$ cat config.mk
export PLATFORM = sky130hd
export DESIGN_NAME = fp_result_normalizer
export DESIGN_NICKNAME = d
export VERILOG_FILES = /design/src/rtl/fp_norm_pkg.sv /design/src/rtl/fp_result_normalizer_pack.sv /design/src/rtl/fp_result_normalizer.sv
export SDC_FILE = /design/constraint.sdc
export NUM_CORES = 1
export LEC_CHECK = 0
export CAP_MARGIN = 20
export CORE_ASPECT_RATIO = 0.7
export CORE_UTILIZATION = 50
export CTS_CLUSTER_SIZE = 40
export DETAILED_ROUTE_END_ITERATION = 8
export PLACE_DENSITY = 0.78
export SYNTH_ARGS = -nofsm -noshare
export SYNTH_HDL_FRONTEND = slang
export SYNTH_SLANG_ARGS = --single-unit
$ cat constraint.sdc
create_clock -name clk -period 2.8 [get_ports clk]
set_clock_uncertainty 0.05 [all_clocks]
set_input_delay 0.56 -clock clk [delete_from_list [all_inputs] [get_ports clk]]
set_output_delay 0.56 -clock clk [all_outputs]
set_load 0.005 [all_outputs]
$ cat src/rtl/fp_norm_pkg.sv
// Shared widths, constants and state encoding for the floating-point result normalizer.
package fp_norm_pkg;
  localparam int EXP_W = 8;
  localparam int MAN_W = 24;
  localparam logic [EXP_W-1:0] EXP_INF = 8'hFF;

  typedef enum logic [1:0] {IDLE, NORM, PACK, HOLD} norm_state_t;
endpackage

$ cat src/rtl/fp_result_normalizer_pack.sv
// Combinational packer: internal {sign, exp, fraction, zero} to an IEEE-754 single word.
module fp_pack
  import fp_norm_pkg::*;
(
  input  logic             sign,
  input  logic [EXP_W-1:0] exp,
  input  logic [MAN_W-2:0] frac,
  input  logic             zero,
  output logic [31:0]      word
);

  // A zero or flushed result keeps its sign so -0 survives the packing.
  always_comb begin
    if (zero) word = {sign, {(EXP_W+MAN_W-1){1'b0}}};
    else      word = {sign, exp, frac};
  end

endmodule

$ cat src/rtl/fp_result_normalizer.sv
// Iterative post-add normalizer: one left shift per cycle, then pack and hold on a valid/ready port.
//
// state | meaning
// IDLE  | waiting for an internal-format result, in_ready high
// NORM  | shifting mantissa left until normalized, zero, Inf/NaN or underflow
// PACK  | registering the IEEE-754 word and flags
// HOLD  | presenting the result until out_ready
module fp_result_normalizer #(
  parameter int EXP_W = 8,
  parameter int MAN_W = 24
) (
  input  logic                   clk,
  input  logic                   reset,
  input  logic                   in_valid,
  output logic                   in_ready,
  input  logic [EXP_W+MAN_W:0]   in_data,
  output logic                   out_valid,
  input  logic                   out_ready,
  output logic [EXP_W+MAN_W-1:0] out_data,
  output logic                   out_zero,
  output logic                   out_underflow,
  output logic                   busy
);
  import fp_norm_pkg::*;

  norm_state_t             state_q, state_d;
  logic                    sign_q;
  logic [EXP_W-1:0]        exp_q;
  logic [MAN_W-1:0]        man_q;
  logic                    zero_q;
  logic                    unf_q;
  logic [EXP_W+MAN_W-1:0]  pack_word;

  logic norm_done;
  assign norm_done = (exp_q == EXP_INF) || (man_q == '0) || man_q[MAN_W-1] ||
                     (exp_q <= EXP_W'(1));

  always_ff @(posedge clk or negedge reset) begin
    if (!reset) state_q <= IDLE;
    else        state_q <= state_d;
  end

  always_comb begin
    state_d = state_q;
    case (state_q)
      IDLE:    if (in_valid)  state_d = NORM;
      NORM:    if (norm_done) state_d = PACK;
      PACK:                   state_d = HOLD;
      HOLD:    if (out_ready) state_d = IDLE;
      default:                state_d = IDLE;
    endcase
  end

  always_ff @(posedge clk or negedge reset) begin
    if (!reset) begin
      sign_q        <= 1'b0;
      exp_q         <= '0;
      man_q         <= '0;
      zero_q        <= 1'b0;
      unf_q         <= 1'b0;
      out_valid     <= 1'b0;
      out_data      <= '0;
      out_zero      <= 1'b0;
      out_underflow <= 1'b0;
    end else begin
      case (state_q)
        IDLE: if (in_valid) begin
          sign_q <= in_data[EXP_W+MAN_W];
          exp_q  <= in_data[EXP_W+MAN_W-1 -: EXP_W];
          man_q  <= in_data[MAN_W-1:0];
          zero_q <= 1'b0;
          unf_q  <= 1'b0;
        end
        NORM: begin
          // Priority matters: Inf/NaN and exact zero are never shifted or flushed.
          if (exp_q == EXP_INF) begin
          end else if (man_q == '0) begin
            zero_q <= 1'b1;
          end else if (man_q[MAN_W-1]) begin
          end else if (exp_q <= EXP_W'(1)) begin
            zero_q <= 1'b1;
            unf_q  <= 1'b1;
          end else begin
            man_q <= man_q << 1;
            exp_q <= exp_q - 1'b1;
          end
        end
        PACK: begin
          out_data      <= pack_word;
          out_zero      <= zero_q;
          out_underflow <= unf_q;
          out_valid     <= 1'b1;
        end
        HOLD: if (out_ready) out_valid <= 1'b0;
        default: ;
      endcase
    end
  end

  fp_pack u_pack (
    .sign (sign_q),
    .exp  (exp_q),
    .frac (man_q[MAN_W-2:0]),
    .zero (zero_q),
    .word (pack_word)
  );

  assign in_ready = (state_q == IDLE);
  assign busy     = (state_q != IDLE);

endmodule
==> images/wire_density.png <==
Bar = 20 um. 21 x 15 tiles, from black (low) to pale yellow (high), scaled to the fullest tile. Values are wire area over tile area, all layers added.
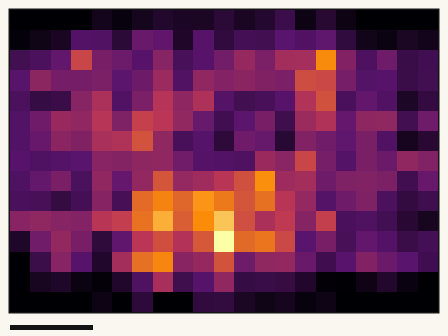
11% of the tiles are over half the peak. The mean over all tiles is 0.18. The emptiest ninth of the die: south-east. 8.6% of the tiles are nearly empty.

==> images/final_placement.png <==
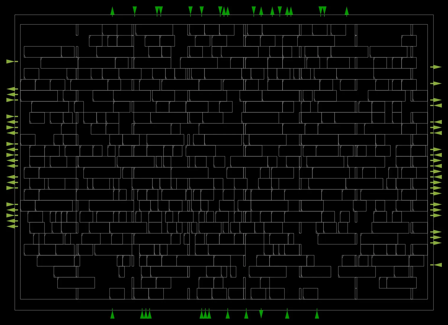
flip-flops: 72
Layout fillers: 508
core box area: 6850 um^2
num rows: 25
Final Core Density: 68.53%

==> images/metal_stack.png <==
Bar = 20 um. Only two layers are drawn.
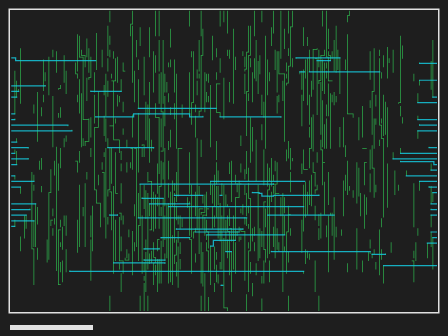
Key: met3 = cyan [wire length 641 um]; met2 = green [wire length 3620 um]

==> images/registers.png <==
Other sequential cells in the stronger grey, the rest of the logic in the fainter grey.
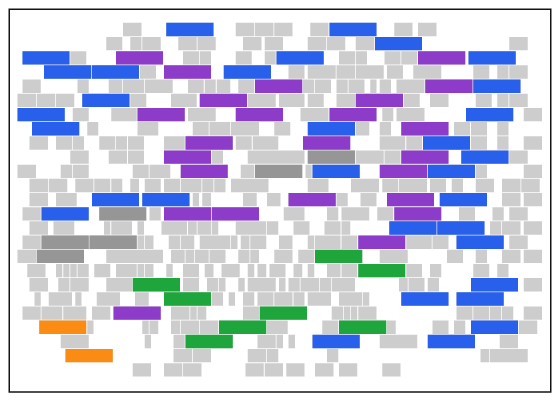
Key: out_data = blue [sequential cells 32, where spread over the die]; man_q = purple [sequential cells 24]; exp_q = green [sequential cells 8, where south]; state_q = orange [sequential cells 2]
Another 6 sequential cells are not coloured.

==> images/cell_classes.png <==
Fill, decap, tap and diode cells in grey.
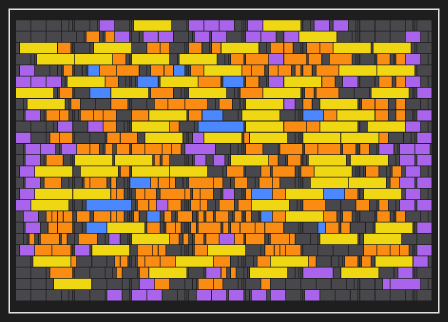
Key: other buffers and delay cells = purple [cells 83, share of their area 18%]; flops = yellow [cells 72, share of their area 39%]; all other logic = orange [cells 214, share of their area 38%]; clock drivers and dummy loads = blue [cells 16, share of their area 4.8%]

cells by family after synthesis:
| logic type | after synthesis |
|---|---|
| AOI/OAI and AO/OA | 85 |
| and+or+nand+nor | 79 |
| DFF | 72 |
| buffers and inverters | 32 |
| muxes | 32 |
| adders and majority gates | 7 |
layout make-up:
class / instances / area [um^2]
sequential: 72 / 1802
inverter: 11 / 41.29
clock inverter: 7 / 96.34
fill: 508 / 2156
timing repair buffer: 83 / 838.3
clock buffer: 9 / 123.9
multi-input combinational: 203 / 1675
tap: 94 / 117.6
metal layers:
layer / wire length (um) / vias to the layer above
li1: - / 1291
met1: 4056 / 1364
met2: 3621 / 112
met3: 640 / 8
met4: 81 / 0
met5: 0 / -
==> flow_summary_export.csv <==
group,metric,value,unit
pwr,seqPwrFrac,34.5,%
global_routing,met1_usage,34.26,%
detailed_routing,postRouteWirelength,8399,um
detailed_routing,vias,2775,
finish,regMostFlops,"out_data",
place,dp_worst_setup_slack,355.7,ps
job,drv_cap,0,
synthesis,synth_cell_types,43,
pwr,swShare,35.14,%
detailed_routing,dr.first_iter.drc_count,249,
global_routing,busiest_layer,"met2",
detailed_routing,viasPerCell,5.793,
cts,cts_tree,"built",
global_routing,first_global_vias,2727,
synthesis,async_flop_share,100.0,%
pwr,intPower,3.716,mW
synthesis,yosys_warnings,0,
floorplan,chipWidth,103.6,um
synthesis,synth-edff-count,0,
worst_setup_path,cp_num_buf_inv,1,
finish,antenna_cells,0,
synthesis,synthTopCellsByCount,"dfrtp_1, nor2b_1, a31o_2, a22o_1, mux2_4",
worst_setup_path,endpoint_kind,"register",
timing,period_minus_slack,2390,ps
pwr,power.group.top,"combinational cells",
pwr,clkPwrFrac,15.6,%
finish,area_growth_syn_to_layout,30.01,%
detailed_routing,ant_nets,0,
worst_setup_path,r2r_end,"state_q[1]",
worst_setup_path,r2r_slack,410,ps
synthesis,top_logic_kind,"AND-OR/OR-AND gates",
cts,clockRootBuffer,"clkbuf_8",
synthesis,topCellsByArea,"dfrtp_1, a31o_2, mux2_4",
timing,slew_headroom,50.55,%
synthesis,synth_flops,72,
worst_setup_path,critPathMaxFanout,8,
cts,cts.sinks,72,
worst_setup_path,path_cells,"inv_1 > ha_1 > o21ba_2 > a311oi_2 > o21ai_0 > o221ai_1 > mux2_2",
synthesis,synth_cells,307,
synthesis,adder_share,2.426,%
worst_setup_path,crit_slowest_cell,"dfrtp_1",
worst_setup_path,startpoint,"exp_q[0]",
worst_setup_path,cpPeakStageDelay,500,ps
cts,cts_buffers,9,
pwr,powerDensity,1221,nW/um^2
timing,hold_viol_final,0,
detailed_routing,post_drt_wl_per_cell,17.53,um
pwr,peakVddDrop,0.5902,mV
floorplan,io_pins,74,
cts,ctsHtreeMaxLevel,3,
pwr,net-switching-power,2.014,mW
worst_setup_path,r2r_start,"exp_q[0]",
timing,fin_ws,410.2,ps
cts,cts_hold_buf,0,
worst_setup_path,startpoint_type,"register",
worst_setup_path,critPathRequiredTime,2980,ps
global_routing,grtUsageMet3,6.607,%
worst_setup_path,crit_cells,7,
timing,timing.fmax,418.4,MHz
place,place_area,4474,um^2
worst_setup_path,crit_arrival,2570,ps
synthesis,flop_cell,"dfrtp_1",
synthesis,synth_area,3611,um^2
run_status,status,"completed",
job,log.warning_count,31,
cts,clock_path_buffers,2,
synthesis,ys_area,3611,um^2
worst_setup_path,crit_end,"state_q[1]",
global_routing,grt_use_met2,34.97,%
place,gp_congestion,0.8675,
synthesis,yosys.area.top_type,"dfrtp_1",
finish,postLayoutCellArea,4695,um^2
finish,final_cells,479,
Power figures rest on the tool's default switching activity, not on a simulated workload.
